===== src/rtl/sim_clock_pkg.sv =====
`default_nettype none
// ============================================================================
// Module      : sim_clock_pkg
// Description : Shared types and constants for the derived-clock sequencer:
//               sequencer state encoding and per-channel configuration record.
// Revision    : 1.0 - initial release
// ============================================================================
package sim_clock_pkg;

    // Default width of the half-period / phase counters; also the storage
    // width of the configuration record below.
    localparam int c_div_w = 16;

    // Sequencer states, 2-bit encoding.
    typedef enum logic [1:0] {
        IDLE  = 2'd0,
        LOAD  = 2'd1,
        RUN   = 2'd2,
        DRAIN = 2'd3
    } state_t;

    // One channel's configuration as held in the register file.
    typedef struct packed {
        logic               en;
        logic [c_div_w-1:0] half;
        logic [c_div_w-1:0] phase;
    } chan_cfg_t;

endpackage
`default_nettype wire


===== src/rtl/sim_clock_channel.sv =====
`default_nettype none
// ============================================================================
// Module      : sim_clock_channel
// Description : One derived clock. Preloads phase+half on LOAD, toggles every
//               half cycles in RUN, and in DRAIN only lets a high clock finish
//               its falling toggle before freezing low.
// Revision    : 1.0 - initial release
// ============================================================================
module sim_clock_channel #(
    parameter int DIV_W = 16
) (
    input  logic             clk,
    input  logic             rst,
    input  logic             load,
    input  logic             run,
    input  logic             drain,
    input  logic             en,
    input  logic [DIV_W-1:0] half,
    input  logic [DIV_W-1:0] phase,
    output logic             clk_out,
    output logic             tick,
    output logic             frozen
);

    logic [DIV_W-1:0] r_cnt;
    logic             r_clk;
    logic             r_tick;
    logic [DIV_W-1:0] w_hm1;
    logic [DIV_W:0]   w_sum;
    logic [DIV_W-1:0] w_load_val;

    // Reload value max(half,1)-1 and the saturating first-rise preload.
    always_comb begin
        w_hm1      = (half == '0) ? '0 : (half - 1'b1);
        w_sum      = {1'b0, phase} + {1'b0, w_hm1};
        w_load_val = w_sum[DIV_W] ? '1 : w_sum[DIV_W-1:0];
    end

    // Counter / toggle / tick. A low clock in DRAIN is simply not advanced,
    // so no rising edge can be produced once stopping has begun.
    always_ff @(posedge clk or posedge rst) begin
        if (rst) begin
            r_cnt  <= '0;
            r_clk  <= 1'b0;
            r_tick <= 1'b0;
        end else begin
            r_tick <= 1'b0;
            if (load) begin
                r_cnt <= w_load_val;
                r_clk <= 1'b0;
            end else if ((run && en) || (drain && r_clk)) begin
                if (r_cnt == '0) begin
                    r_clk  <= ~r_clk;
                    r_cnt  <= w_hm1;
                    r_tick <= run && !r_clk;
                end else begin
                    r_cnt <= r_cnt - 1'b1;
                end
            end
        end
    end

    assign clk_out = r_clk;
    assign tick    = r_tick;
    assign frozen  = ~r_clk;

endmodule
`default_nettype wire


===== src/rtl/sim_clock_sequencer.sv =====
`default_nettype none
// ============================================================================
// Module      : sim_clock_sequencer
// Description : Generates N_CLK derived clocks from sys_clk. Holds the
//               channel configuration registers and the IDLE/LOAD/RUN/DRAIN
//               start-stop sequencer; channels start phase-aligned and stop
//               glitch-free in their low state.
// Revision    : 1.0 - initial release
// ============================================================================
module sim_clock_sequencer
    import sim_clock_pkg::*;
#(
    parameter int N_CLK = 4,
    parameter int DIV_W = c_div_w,
    parameter int IDX_W = (N_CLK > 1) ? $clog2(N_CLK) : 1
) (
    input  logic             sys_clk,
    input  logic             sys_rst,
    input  logic             cfg_valid,
    output logic             cfg_ready,
    input  logic [IDX_W-1:0] cfg_idx,
    input  logic             cfg_en,
    input  logic [DIV_W-1:0] cfg_half,
    input  logic [DIV_W-1:0] cfg_phase,
    input  logic             start,
    input  logic             stop,
    output logic             running,
    output logic             done,
    output logic [N_CLK-1:0] clk_out,
    output logic [N_CLK-1:0] tick
);

    // The configuration record is stored at package width (DIV_W must not
    // exceed it); values are zero-extended on write and truncated on read.
    chan_cfg_t        r_cfg [N_CLK];
    state_t           r_state;
    state_t           w_next;
    logic             r_done;
    logic             w_load;
    logic             w_run;
    logic             w_drain;
    logic [N_CLK-1:0] w_frozen;
    logic             w_all_frozen;

    assign w_all_frozen = &w_frozen;

    // Sequencer state register.
    always_ff @(posedge sys_clk or posedge sys_rst) begin
        if (sys_rst) begin
            r_state <= IDLE;
        end else begin
            r_state <= w_next;
        end
    end

    // Next-state logic; start is only looked at in IDLE, stop only in RUN.
    always_comb begin
        w_next = r_state;
        case (r_state)
            IDLE:    if (start)        w_next = LOAD;
            LOAD:                      w_next = RUN;
            RUN:     if (stop)         w_next = DRAIN;
            DRAIN:   if (w_all_frozen) w_next = IDLE;
            default:                   w_next = IDLE;
        endcase
    end

    // State decode for the channels and the status outputs.
    always_comb begin
        w_load    = (r_state == LOAD);
        w_run     = (r_state == RUN);
        w_drain   = (r_state == DRAIN);
        running   = (r_state != IDLE);
        cfg_ready = (r_state == IDLE);
    end

    // done pulses for the single cycle following the DRAIN->IDLE edge.
    always_ff @(posedge sys_clk or posedge sys_rst) begin
        if (sys_rst) begin
            r_done <= 1'b0;
        end else begin
            r_done <= (r_state == DRAIN) && w_all_frozen;
        end
    end

    assign done = r_done;

    // Config register file; writes only in IDLE, out-of-range indices match
    // no channel and are dropped.
    always_ff @(posedge sys_clk or posedge sys_rst) begin
        if (sys_rst) begin
            for (int i = 0; i < N_CLK; i++) begin
                r_cfg[i] <= '{en: 1'b0, half: c_div_w'(1), phase: '0};
            end
        end else if ((r_state == IDLE) && cfg_valid) begin
            for (int i = 0; i < N_CLK; i++) begin
                if (cfg_idx == IDX_W'(i)) begin
                    r_cfg[i] <= '{en: cfg_en, half: c_div_w'(cfg_half), phase: c_div_w'(cfg_phase)};
                end
            end
        end
    end

    for (genvar g = 0; g < N_CLK; g++) begin : g_chan
        sim_clock_channel #(
            .DIV_W (DIV_W)
        ) u_chan (
            .clk     (sys_clk),
            .rst     (sys_rst),
            .load    (w_load),
            .run     (w_run),
            .drain   (w_drain),
            .en      (r_cfg[g].en),
            .half    (DIV_W'(r_cfg[g].half)),
            .phase   (DIV_W'(r_cfg[g].phase)),
            .clk_out (clk_out[g]),
            .tick    (tick[g]),
            .frozen  (w_frozen[g])
        );
    end

endmodule
`default_nettype wire

===== config.mk =====
export PLATFORM = sky130hd
export DESIGN_NAME = sim_clock_sequencer
export DESIGN_NICKNAME = d
export VERILOG_FILES = /design/src/rtl/sim_clock_pkg.sv /design/src/rtl/sim_clock_channel.sv /design/src/rtl/sim_clock_sequencer.sv
export SDC_FILE = /design/constraint.sdc
export NUM_CORES = 1
export LEC_CHECK = 0
export ABC_CLOCK_PERIOD_IN_PS = 15720
export CORE_UTILIZATION = 25
export CTS_BUF_LIST = sky130_fd_sc_hd__clkbuf_8 sky130_fd_sc_hd__clkbuf_16
export DETAILED_ROUTE_END_ITERATION = 8
export PLACE_DENSITY_LB_ADDON = 0.15
export SETUP_SLACK_MARGIN = 0.1
export SYNTH_ARGS = -nofsm -noshare
export SYNTH_HDL_FRONTEND = slang
export SYNTH_SLANG_ARGS = --single-unit

===== constraint.sdc =====
create_clock -name sys_clk -period 15.72 [get_ports sys_clk]
set_input_delay 3.144 -clock sys_clk [delete_from_list [all_inputs] [get_ports sys_clk]]
set_output_delay 3.144 -clock sys_clk [all_outputs]
set_load 0.01 [all_outputs]

==> GITHUB_STEP_SUMMARY, run 1 <==
### Flow metrics

| Metric | Value |
|---|---|
| Worst VDD drop | 0.124 mV |
| Max-cap violations | 0 |
| Hold buffers post-CTS | 0 |
| Placeable core area | between 0.05 and 0.06 sq mm |
| Final setup TNS | 0 ns |
| Worst min-delay path startpoint | r_cfg[81] |
| Worst Hold Path Cells | 1 |
| Post-synth ARST share | 100% |
| Worst reg-to-reg path cell count | 13 |
| Iter 0 DRT Violations | 753 |
| CP max FO | 84 |
| Overall Global Routing Usage | roughly 16% |
| Post-Syn Area | 0.0145 sq mm |
| Syn-to-layout area delta | 15.8% |
| Synthesis Warnings | 0 |
| Cell repeated most along the worst path | buf_4 |
| Synth unique cells | 80 |
| Filler cells | 5,977 |
| CP max stage delay | ~0.88 ns |
| Top FF cell, synth | dfrtp_1 |
| Leak pwr | 6.77 nW |
| Post-route DRC violation count | 0 |
| CTS tree | yes |
| Maximum clock path buffer count | 3 |
| Critical path, cell by cell | clkdlybuf4s50_1, inv_8, buf_4, buf_4 |
| Avg Inst Size Synth | just over 9 sq um |
| Post-route core utilization | 29.5% |
| Run status | complete, no violations |
| Chip Area | 0.0588 sq mm |
| Initial antenna violation count | 6 |
| Nets | 1,713 |
| PwrDens | 250 mW/mm^2 |
| Synth area leader | dfrtp_1 |
| Synth Seq Share | between 30 and 40% |
| Post-CTS sizing | 0 |
| Setup Viol. Count Final | 0 |
| H-Tree Level Count | 1 |
| Vias in the first global route | roughly 12,000 |
| Worst skew pair latency | 0.57 ns |
| Worst-Margin Slew | 1.08 ns |
| WL met2 | 21.5 mm |
| Layout cells sized above 1 | 14.0% |
| First-pass GRT wire length | 73.4 mm |
| # rows | 87 |
| Buffers & Inverters on Critical Path | 4 |
| Reg-to-Reg Start | r_cfg[117] |
| Met3 routed WL | 2.03 mm |
| Log Warnings | 37 |
| Setup bufs post-CTS | 0 |
| Yosys cell count | 1,555 |
| Max layer used | met4 |
| Final min period | 5.26 ns |
| Top delay family on crit path | buffers and inverters |
| Grt ovf | 0 |
| R2r endpoint | g_chan[0].u_chan.r_cnt[13] |
| Worst EP required | 16.26 ns |
| Reg2reg setup slack | 10.53 ns |
| Type of element launching the critical path | primary input |
| Slowest stage cell, crit path | buf_4 |
| F_max | 190 MHz |
| Synth Net Count | 1,683 |
| TritonCTS Sinks | roughly 210 |
[run 1: worst max path at each step]
stage                     startpoint  cells after the start                        to  slack (ns)
after floorplan              sys_rst                      1                      done        6.93
after global placement       sys_rst                      4     g_chan[1].u_chan.tick        9.72
after detailed placement     sys_rst                      4     g_chan[1].u_chan.tick        9.69
after CTS                    sys_rst                      4                  r_cfg[4]       10.29
after global routing         sys_rst                      4                 r_cfg[19]       10.02
final                        sys_rst                      4  g_chan[1].u_chan.clk_out       10.46
[run 1: where the power goes]
part / switching [mW] / total, mW / internal (mW)
clock network: 0.261 / 0.700 / 0.439
registers: 0.273 / 1.07 / 0.797
logic: 1.36 / 2.41 / 1.05
total: 1.90 / 4.18 / 2.28
[run 1: routing by layer]
metal  vias to the layer above  global-route usage [%]
li1                       5883                       -
met1                      6019                    22.6
met2                       254                    25.9
met3                        66                    2.01
met4                         0                    4.41
met5                         -                       0
[run 1: cells in the mapped netlist (all sizes together), types with 5 or more instances]
master and count:
nor3b 7, a211oi 19, and2 10, o31ai 19
nand2b 8, a21o 34, o21a 21, buf 21
a22o 5, a31oi 17, mux2 136, o22a 15
o211ai 7, a221oi 6, dfrtp 203, or3 12
o21ai 109, nor4b 5, mux2i 10, clkbuf 41
xor2 37, nand3b 7, xnor2 43, inv 37
nand3 33, a22oi 14, a2bb2oi 21, a211o 5
nand4b 6, nand4 15, nand2 91, o21bai 15
or4 12, nor3 55, and3 13, nor2 159
nor4 22, a21oi 111, or2 5, ha 84
o22ai 11
[run 1: final cells by class]
class,instances,area [sq um],share of cell area (%)
multi-input cells,1248,8850,52.9
flip-flops and latches,207,5180,31.0
well taps,756,946,5.65
clock buffers,31,753,4.50
repair buffers,62,603,3.60
clock inverters,21,248,1.48
inverters,38,150,0.897
diodes,1,2.50,0.0149
[run 1: sequential cells by signal, summed over array words and instances, names as in the netlist]
name                   flops
g_chan.u_chan.tick         4
r_state                    2
g_chan.u_chan.r_cnt       64
r_cfg                    132
g_chan.u_chan.clk_out      4
done                       1
[run 1: stage by stage]
step	hold WS [ns]	power, mW	std cells	setup slack [ns]	cell area, sq um
2_1_floorplan	0.484	2.82	1555	6.93	14500
3_3_place_gp	0.498	3.46	2311	9.72	15700
3_5_place_dp	0.502	3.47	2311	9.69	15700
4_1_cts	0.516	4.21	2363	10.29	16700
5_1_grt	0.525	4.54	2363	10.02	16700
6_report	0.512	4.18	2364	10.46	16700
[run 1: logic make-up (layout without fill, tap and decap cells)]
group | Yosys count | count (layout) | synth area share, %
xor+xnor | 80 | 80 | 4.85
buf+inv | 100 | 152 | 2.95
fa+ha+maj | 88 | 88 | 7.82
other cells | 0 | 1 | 0
mux | 146 | 146 | 11.3
compound gates | 464 | 464 | 20.9
flops | 207 | 207 | 35.9
simple gates | 470 | 470 | 16.4
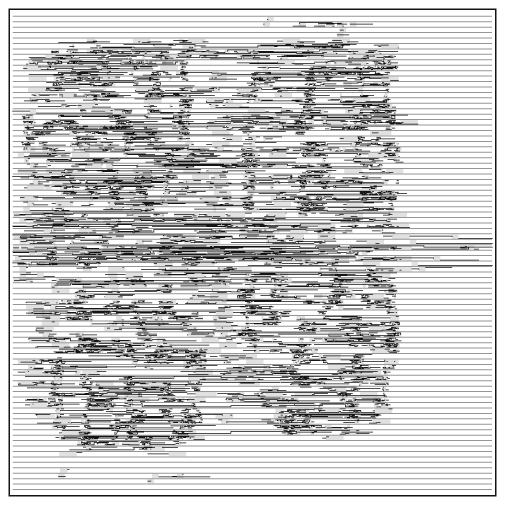
run_1/met1.png
Scale: 2 px per micron. Supply wires on this layer in grey. Cells faint in the background.
1,620 nets have wire on it. The layer holds 49% of the routed length.
vias: 12,200
met1 Usage GRT: 22.6%
DRT Wirelength: 47.9 mm

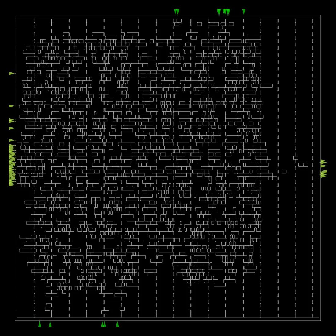
run_1/final_placement.png
fraction of area in registers: 31.0%
Tapcell Cnt: 756

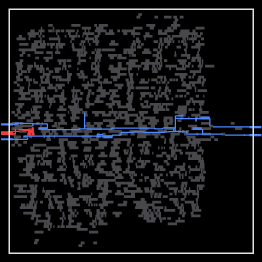
run_1/port_nets.png
Scale: 1 px per micron.
Blue stands for clk_out, bits 4, direction output, edge 2 left, 2 right, end cells 4, buffers 4, wire 576 microns. Red stands for cfg_idx, bits 2, direction input, edge left, end cells 5, buffers 2, wire 67.2 microns.
PortBufs: 50
Ports: 51

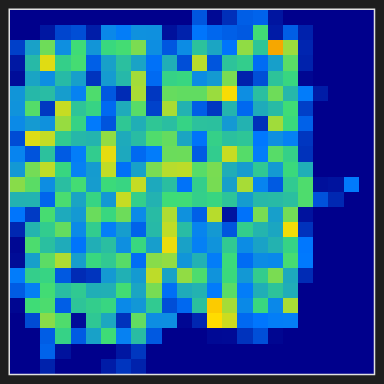
run_1/density.png
Scale: 1.5 px per micron. 24 x 24 tiles, from dark blue (low) to red (high), 0 to 100% covered.
0.50% of the tiles are over 75% full. The mean over all tiles is 27%. 27% of the tiles are nearly empty.

run_1/cell_classes.png
Scale: 1.5 px per micron.
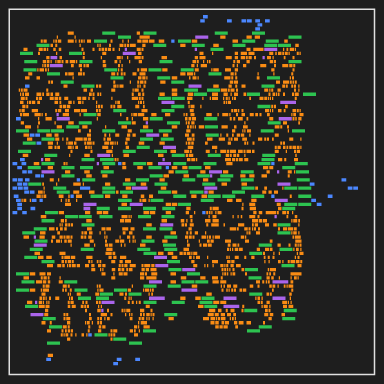

==> inputs of run 2 (changes only) <==
--- a/config.mk
+++ b/config.mk
@@ -5,7 +5,7 @@
 export SDC_FILE = /design/constraint.sdc
 export NUM_CORES = 1
 export LEC_CHECK = 0
-export ABC_CLOCK_PERIOD_IN_PS = 15720
+export ABC_CLOCK_PERIOD_IN_PS = 4700
 export CORE_UTILIZATION = 25
 export CTS_BUF_LIST = sky130_fd_sc_hd__clkbuf_8 sky130_fd_sc_hd__clkbuf_16
 export DETAILED_ROUTE_END_ITERATION = 8
==> constraint.sdc (replaced) <==
create_clock -name sys_clk -period 4.7 [get_ports sys_clk]
set_input_delay 0.94 -clock sys_clk [delete_from_list [all_inputs] [get_ports sys_clk]]
set_output_delay 0.94 -clock sys_clk [all_outputs]
set_load 0.01 [all_outputs]
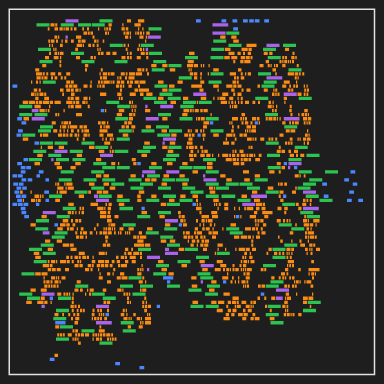
run_2/cell_classes.png
Scale: 1.5 px per micron.
Green stands for flip-flops, cells 207, share of their area 33%. Purple stands for clock drivers and dummy loads, cells 49, share of their area 6.1%. Blue stands for other buffers and delay cells, cells 75, share of their area 4.5%. Orange stands for all other logic, cells 1,286, share of their area 57%.

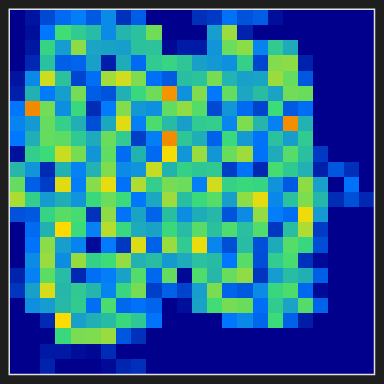
run_2/density.png
Scale: 1.5 px per micron. 24 x 24 tiles, from dark blue (low) to red (high), 0 to 100% covered.
27% of the tiles are nearly empty. The emptiest ninth of the die: bottom right. The fullest tile reaches 84%. The mean over all tiles is 27%. 0.90% of the tiles are over 75% full. The densest ninth of the die: middle.
post-route core utilization: 29.7%
placeable core area: 0.0567 sq mm
starting density of the core: 25.5%

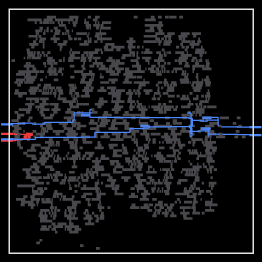
run_2/port_nets.png
Scale: 1 px per micron.
Blue stands for clk_out, bits 4, direction output, edge 2 left, 2 right, end cells 4, buffers 4, wire 608 microns. Red stands for cfg_idx, bits 2, direction input, edge left, end cells 5, buffers 2, wire 55.8 microns.

==> GITHUB_STEP_SUMMARY, run 2 <==
### Flow metrics

| Metric | Value |
|---|---|
| Run status | complete, no violations |
| Ports | about 50 |
| Final slew viol count | 0 |
| Chip area in the Yosys report | between 0.01 and 0.015 sq mm |
| Avg Inst Size Synth | 9.30 sq um |
| Overall Global Routing Usage | between 15 and 20% |
| Worst VDD drop | 0.348 mV |
| Top delay family on crit path | AND-OR/OR-AND gates |
| Worst-Margin Slew | roughly 1.1 ns |
| Post-synth ARST share | 100% |
| Slowest stage cell, crit path | a2111oi_0 |
| Critical path, cell by cell | inv_1, ha_1, nor2b_1, and4b_1, and2_1, nor2_1, ha_1, a211oi_1, o21ai_0, a2111oi_0, nor2_1, and4b_1, a31o_2, o31a_1 |
| Clock skew | just under 0.01 ns |
| Initial antenna violation count | 4 |
| Synth Seq Share | 35.9% |
| Setup bufs post-CTS | 0 |
| Dominant logic cell type in the layout | dfrtp_1 |
| Router iterations before antenna repair | 5 |
| Count leader, synth | dfrtp_1 |
| Grt ovf | 0 |
| Critical Path End Type | flop |
| Vias in the first global route | between 10,000 and 15,000 |
| Clock Pin Slew Worst Setup and Hold Paths | 0.06 ns |
| Die W | 242 microns |
| Share of the synthesized area in the top cell type | 35.1% |
| Iter 0 DRT Violations | 746 |
| Root Driver | clkbuf_16 |
| Via/cell ratio | 5.11 |
| CP max stage delay | 0.61 ns |
| Max_slew headroom | 22.9% |
| Post-synth regs | roughly 210 |
| Die height | 242 microns |
| Layout cells sized above 1 | 14.8% |
| Syn-to-layout area delta | 16.4% |
| Vias | 12,100 |
| PortBufs | 50 |
| Post-Syn Area | ~0.014 sq mm |
| RePlAce Congestion | 0.835 |
| Synth unique cells | 80 |
| CP max FO | 6 |
| Biggest area cells | dfrtp_1 (35%), mux2_2 (11%), ha_1 (7.3%) |
| WL/cell | ~20 microns |
| Number of flip-flops in the largest register | between 100 and 150 |
| Worst EP required | ~5 ns |
| Pwr Total | 14.0 mW |
| Chip Area | slightly below 0.06 sq mm |
| Top FF cell, synth | dfrtp_1 |
| Post-DRT Antenna Nets | 0 |
| H-Tree Level Count | 1 |
| Buffers & Inverters on Critical Path | 1 |
| Synth area leader | dfrtp_1 |
| First-pass GRT wire length | 73.2 mm |
| Mapped Cells | 1,555 |
| Max-cap violations | 0 |
| Worst skew pair latency | 0.56 ns |
| Setup Viol. Count Final | 0 |
| Post-synth tally of flip-flops with integrated enable | 0 |
| RSZ-0062 raised after global routing | yes |
| Biggest regs | r_cfg (132), g_chan.u_chan.r_cnt (64) |
| Cts bufs inserted | 27 |
| Most frequent cells in the layout | dfrtp_1 (203), nor2_1 (158), mux2_2 (136) |
| Dpl hpwl | 35.8 mm |
| Final period util | 94.2% |
| Log Warnings | 38 |
| Post-route DRC violation count | 0 |
| Setup Crit Path Kind | flop to flop |
| Maximum clock path buffer count | 3 |
| # rows | between 80 and 90 |
| Final hold vios | 0 |
| Final setup TNS | 0 ns |
| Final min period | 4.43 ns |
| Leading post-synthesis cells by instance count | dfrtp_1 (203), nor2_1 (158), mux2_2 (136) |
| Synthesis Warnings | 0 |
| Yosys cell count | 1,555 |
| CTS tree | yes |
| F_max | 226 MHz |
| Synth Net Count | about 1,700 |
| Hold Crit Class | flop to flop |
| DRT Wirelength | 47.7 mm |
| Worst EP arrival | 4.87 ns |
| Leak pwr | between 6 and 7 nW |
| Largest net degree at the start of global routing | 76 |
| TritonCTS Sinks | just over 200 |
| PwrDens | a little over 800 mW/mm^2 |
| Type of element launching the critical path | flop |
| Nets | 1,725 |
| Register with the most flip-flops | r_cfg |
run 2: cell counts after synthesis:
No cell type changed its count.
run 2: repair_timing:
action                                  CTS  global route
hold buffers                              0             0
hold endpoints to repair                  0             0
endpoints found under the setup margin    0            23
resized                                   0             6
run 2: per-stage QoR:
| stage | util [%] | instance area (sq um) | std cells | setup WS, ns | hold slack (ns) |
|---|---|---|---|---|---|
| after global placement | 27.9 | 15800 | 2324 | 0.321 | 0.499 |
| after CTS | 29.6 | 16800 | 2373 | 0.193 | 0.516 |
| after floorplan | - | 14500 | 1555 | 0.858 | 0.484 |
| after global routing | 29.7 | 16800 | 2373 | 0.0664 | 0.522 |
| after detailed placement | 27.9 | 15800 | 2324 | 0.219 | 0.502 |
| final | 29.7 | 16800 | 2374 | 0.273 | 0.510 |
run 2: where the power goes:
part / switching, mW / leakage (nW) / internal (mW)
combinational: 4.55 / 3.87 / 3.56
sequential: 0.930 / 2.45 / 2.66
clock: 0.846 / 0.497 / 1.42
total: 6.33 / 6.82 / 7.64
run 2: kinds of logic after synthesis:
family	Yosys count	share of synthesized area (%)
flops	207	35.9
compound gates	464	20.9
fa+ha+maj	88	7.82
buf+inv	100	2.95
simple gates	470	16.4
mux	146	11.3
xor+xnor	80	4.85
run 2: path summary, 6_finish.rpt:
path	slack [ns]	from	cells past startpoint	endpoint
min	0.51	r_cfg[76]	1	r_cfg[76]
min reg2reg	0.51	r_cfg[76]	1	r_cfg[76]
max reg2reg	0.27	r_cfg[49]	14	g_chan[2].u_chan.r_cnt[11]
max in group asynchronous	3.13	sys_rst	3	done
max	0.27	r_cfg[49]	14	g_chan[2].u_chan.r_cnt[11]
min in group asynchronous	0.76	sys_rst	2	g_chan[1].u_chan.r_cnt[13]
run 2: per-layer routing:
layer	GRT usage (%)	wire length [microns]	vias up
met2	25.9	21500	208
met3	2.14	1770	55
met4	4.13	1060	2
li1	-	-	5899
met5	0	19	-
met1	22.5	23400	5968
run 2: cell type report:
class                           count  area [sq um]
Clock buffer                       30           717
Fill cell                        5949         39900
Antenna cell                        1          2.50
Tap cell                          756           946
Multi-Input combinational cell   1248          8880
Inverter                           38           146
Clock inverter                     19           246
Sequential cell                   207          5180
Timing Repair Buffer               75           713
run_2/met1.png
Scale: 2 px per micron. Supply wires on this layer in grey. Cells faint in the background.
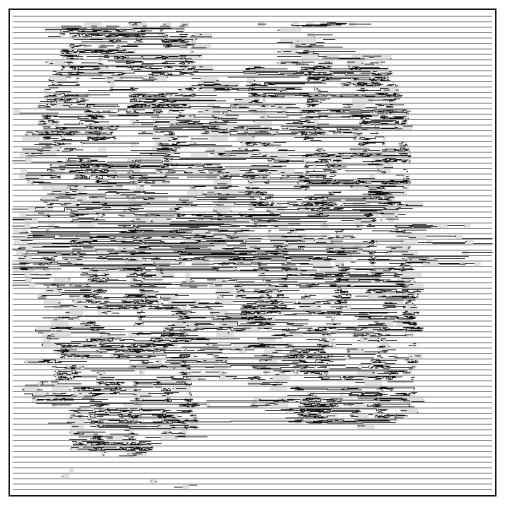

==> inputs of run 3 (changes only) <==
--- a/config.mk
+++ b/config.mk
@@ -6,7 +6,7 @@
 export NUM_CORES = 1
 export LEC_CHECK = 0
 export ABC_CLOCK_PERIOD_IN_PS = 4700
-export CORE_UTILIZATION = 25
+export CORE_UTILIZATION = 55
 export CTS_BUF_LIST = sky130_fd_sc_hd__clkbuf_8 sky130_fd_sc_hd__clkbuf_16
 export DETAILED_ROUTE_END_ITERATION = 8
 export PLACE_DENSITY_LB_ADDON = 0.15
@@ -14,3 +14,4 @@
 export SYNTH_ARGS = -nofsm -noshare
 export SYNTH_HDL_FRONTEND = slang
 export SYNTH_SLANG_ARGS = --single-unit
+export TNS_END_PERCENT = 10
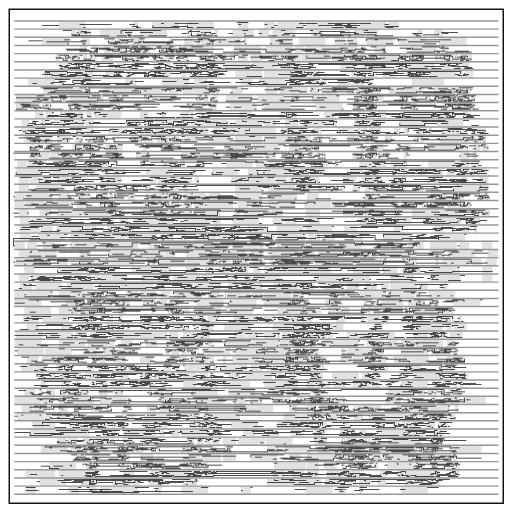
run_3/met1.png
Scale: 3 px per micron. Supply wires on this layer in grey. Cells faint in the background.
The layer holds 44% of the routed length. The layer carries 17,900 microns of wire. The longest straight run is 55.2 microns.
DRT Wirelength: 40.4 mm
met1 Usage GRT: 41.9%
vias: 12,300

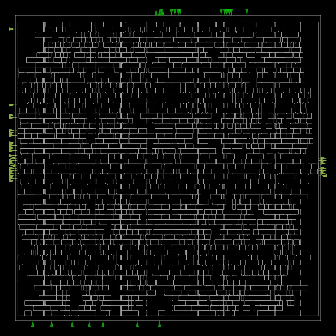
run_3/final_placement.png
fraction of area in registers: 32.2%
placeable core area: 0.0255 sq mm
Tapcell Cnt: 330
Filler cells: 2,121
Cell Count, Final, Fillers Out: 1,933

==> GITHUB_STEP_SUMMARY, run 3 <==
### Flow metrics

| Metric | Value |
|---|---|
| Worst EP arrival | 4.71 ns |
| Leading post-synthesis cells by instance count | dfrtp_1 (203), nor2_1 (158), mux2_2 (136) |
| Sw frac | 45.1% |
| Grt ovf | 0 |
| Worst EP required | about 5 ns |
| Log Warnings | between 40 and 50 |
| Clock skew | around 0.0077 ns |
| Starting density of the core | 56.8% |
| Syn-to-layout area delta | 11.5% |
| Setup Crit Path Kind | flop to flop |
| Initial antenna violation count | 0 |
| Maximum clock path buffer count | 3 |
| First-pass GRT wire length | 63.7 mm |
| Hold Crit Class | flop to flop |
| Post-route DRC violation count | 0 |
| Count leader, synth | dfrtp_1 |
| Chip area in the Yosys report | 0.0145 sq mm |
| Number of flip-flops in the largest register | 132 |
| CP max FO | 10 |
| PwrDens | approximately 840 mW/mm^2 |
| Final setup margin | 0.431 ns |
| Chip Area | 0.0269 sq mm |
| Iter 0 DRT Violations | 1,226 |
| Worst VDD drop | 0.501 mV |
| RePlAce Congestion | 0.920 |
| Internal power | 7.41 mW |
| Worst skew pair latency | 0.53 ns |
| Critical Path End Type | flop |
| Setup bufs post-CTS | 0 |
| Run status | complete, no violations |
| Final min period | about 4.3 ns |
| Post-DRT Antenna Nets | 0 |
| Type of element launching the critical path | flop |
| Leak pwr | 6.70 nW |
| Clock power share | 14.9% |
| Largest net degree at the start of global routing | 107 |
| Avg Inst Size Synth | 9.30 sq um |
| Layout cells sized above 1 | 14.2% |
| CP max stage delay | 0.58 ns |
| Biggest area cells | dfrtp_1 (35%), mux2_2 (11%), ha_1 (7.3%) |
| PortBufs | 50 |
| Setup Viol. Count Final | 0 |
| H-Tree Level Count | 1 |
| Dpl ws | between 0.2 and 0.25 ns |
| Worst-Margin Slew | around 1.2 ns |
| Combinational share of power | 58.6% |
| Final period util | 90.8% |
| Critical path, cell by cell | inv_1, ha_1, nor4b_2, and3_1, and3_1, nor2_1, ha_1, fa_1, a21o_1, a211oi_1, o21ai_0, a41oi_2, o21ai_1, clkinv_1, a22oi_1 |
| Yosys cell count | around 1,600 |
| F_max | approximately 230 MHz |
| Synthesis Warnings | 0 |
| Dpl cells | ~1,900 |
| Final slew viol count | 0 |
| Most frequent cells in the layout | dfrtp_1 (203), nor2_1 (158), mux2_2 (136) |
| Clock Pin Slew Worst Setup and Hold Paths | around 0.06 ns |
| Final hold vios | 0 |
| Slowest stage cell, crit path | dfstp_2 |
| Nets | 1,713 |
| Top delay family on crit path | AND-OR/OR-AND gates |
| Top FF cell, synth | dfrtp_1 |
| Post-synth regs | 207 |
| Synth Seq Share | between 30 and 40% |
| TritonCTS Sinks | 207 |
| RSZ-0062 raised after global routing | no |
| Biggest regs | r_cfg (132), g_chan.u_chan.r_cnt (64) |
| Synth unique cells | 80 |
| CTS tree | yes |
| Synth Net Count | 1,683 |
| Post-Syn Area | 0.0145 sq mm |
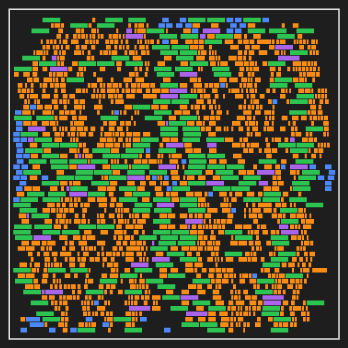
run_3/cell_classes.png
Scale: 2 px per micron.
Final Cell Area: 0.0161 sq mm
# rows: 58
post-route core utilization: 63.3%

-- run 3: area by class of cell --
| type | count | area [sq um] |
|---|---|---|
| Clock buffer | 28 | 667 |
| Clock inverter | 16 | 191 |
| Fill cell | 2121 | 9360 |
| Inverter | 38 | 146 |
| Multi-Input combinational cell | 1248 | 8870 |
| Sequential cell | 207 | 5180 |
| Tap cell | 330 | 413 |
| Timing Repair Buffer | 66 | 646 |
-- run 3: worst paths after layout --
path,start,end,slack [ns],cells after the start
setup reg to reg,r_cfg[82],g_chan[1].u_chan.r_cnt[4],0.43,15
setup / recovery,r_cfg[82],g_chan[1].u_chan.r_cnt[4],0.43,15
min in group asynchronous,sys_rst,g_chan[1].u_chan.r_cnt[15],0.92,3
hold reg to reg,r_cfg[81],r_cfg[81],0.51,1
max in group asynchronous,sys_rst,g_chan[2].u_chan.r_cnt[2],3.27,3
hold / removal,r_cfg[81],r_cfg[81],0.51,1
-- run 3: power groups by stage --
stage / combinational (mW) / sequential, mW / clock, mW
global route: 8.74 / 3.70 / 2.12
global placement: 7.65 / 3.53 / 0
floorplan: 6.12 / 3.29 / 0
finish: 7.91 / 3.57 / 2.01
CTS: 7.82 / 3.54 / 2.05
detailed placement: 7.75 / 3.56 / 0
-- run 3: cell families (layout without fill, tap and decap cells) --
group / Yosys count / after routing / synth area share (%)
XOR/XNOR: 80 / 80 / 4.85
AND-OR/OR-AND: 464 / 464 / 20.9
AND/OR/NAND/NOR: 470 / 470 / 16.4
adder cells (fa/ha/maj): 88 / 88 / 7.82
buffers and inverters: 100 / 148 / 2.95
flip-flops: 207 / 207 / 35.9
multiplexers: 146 / 146 / 11.3
-- run 3: per-layer routing --
| metal | global-route usage, % | up-vias | share of wire (%) |
|---|---|---|---|
| li1 | - | 5873 | - |
| met1 | 41.9 | 5999 | 44 |
| met2 | 48.4 | 382 | 46 |
| met3 | 5.61 | 82 | 6.3 |
| met4 | 11.2 | 0 | 3.5 |
| met5 | 0 | - | 0 |
-- run 3: metrics by stage --
step	instance area (sq um)	hold WS (ns)
2_1_floorplan	14500	0.484
3_3_place_gp	15200	0.493
3_5_place_dp	15200	0.501
4_1_cts	16100	0.514
5_1_grt	16100	0.520
6_report	16100	0.511
-- run 3: repair_timing --
action / in CTS / in global routing
gates resized: 0 / 2
endpoints found under the hold margin: 0 / 0
endpoints found under the setup margin: 0 / 16
No activity file was given, so power comes from the tool's default toggle rates.
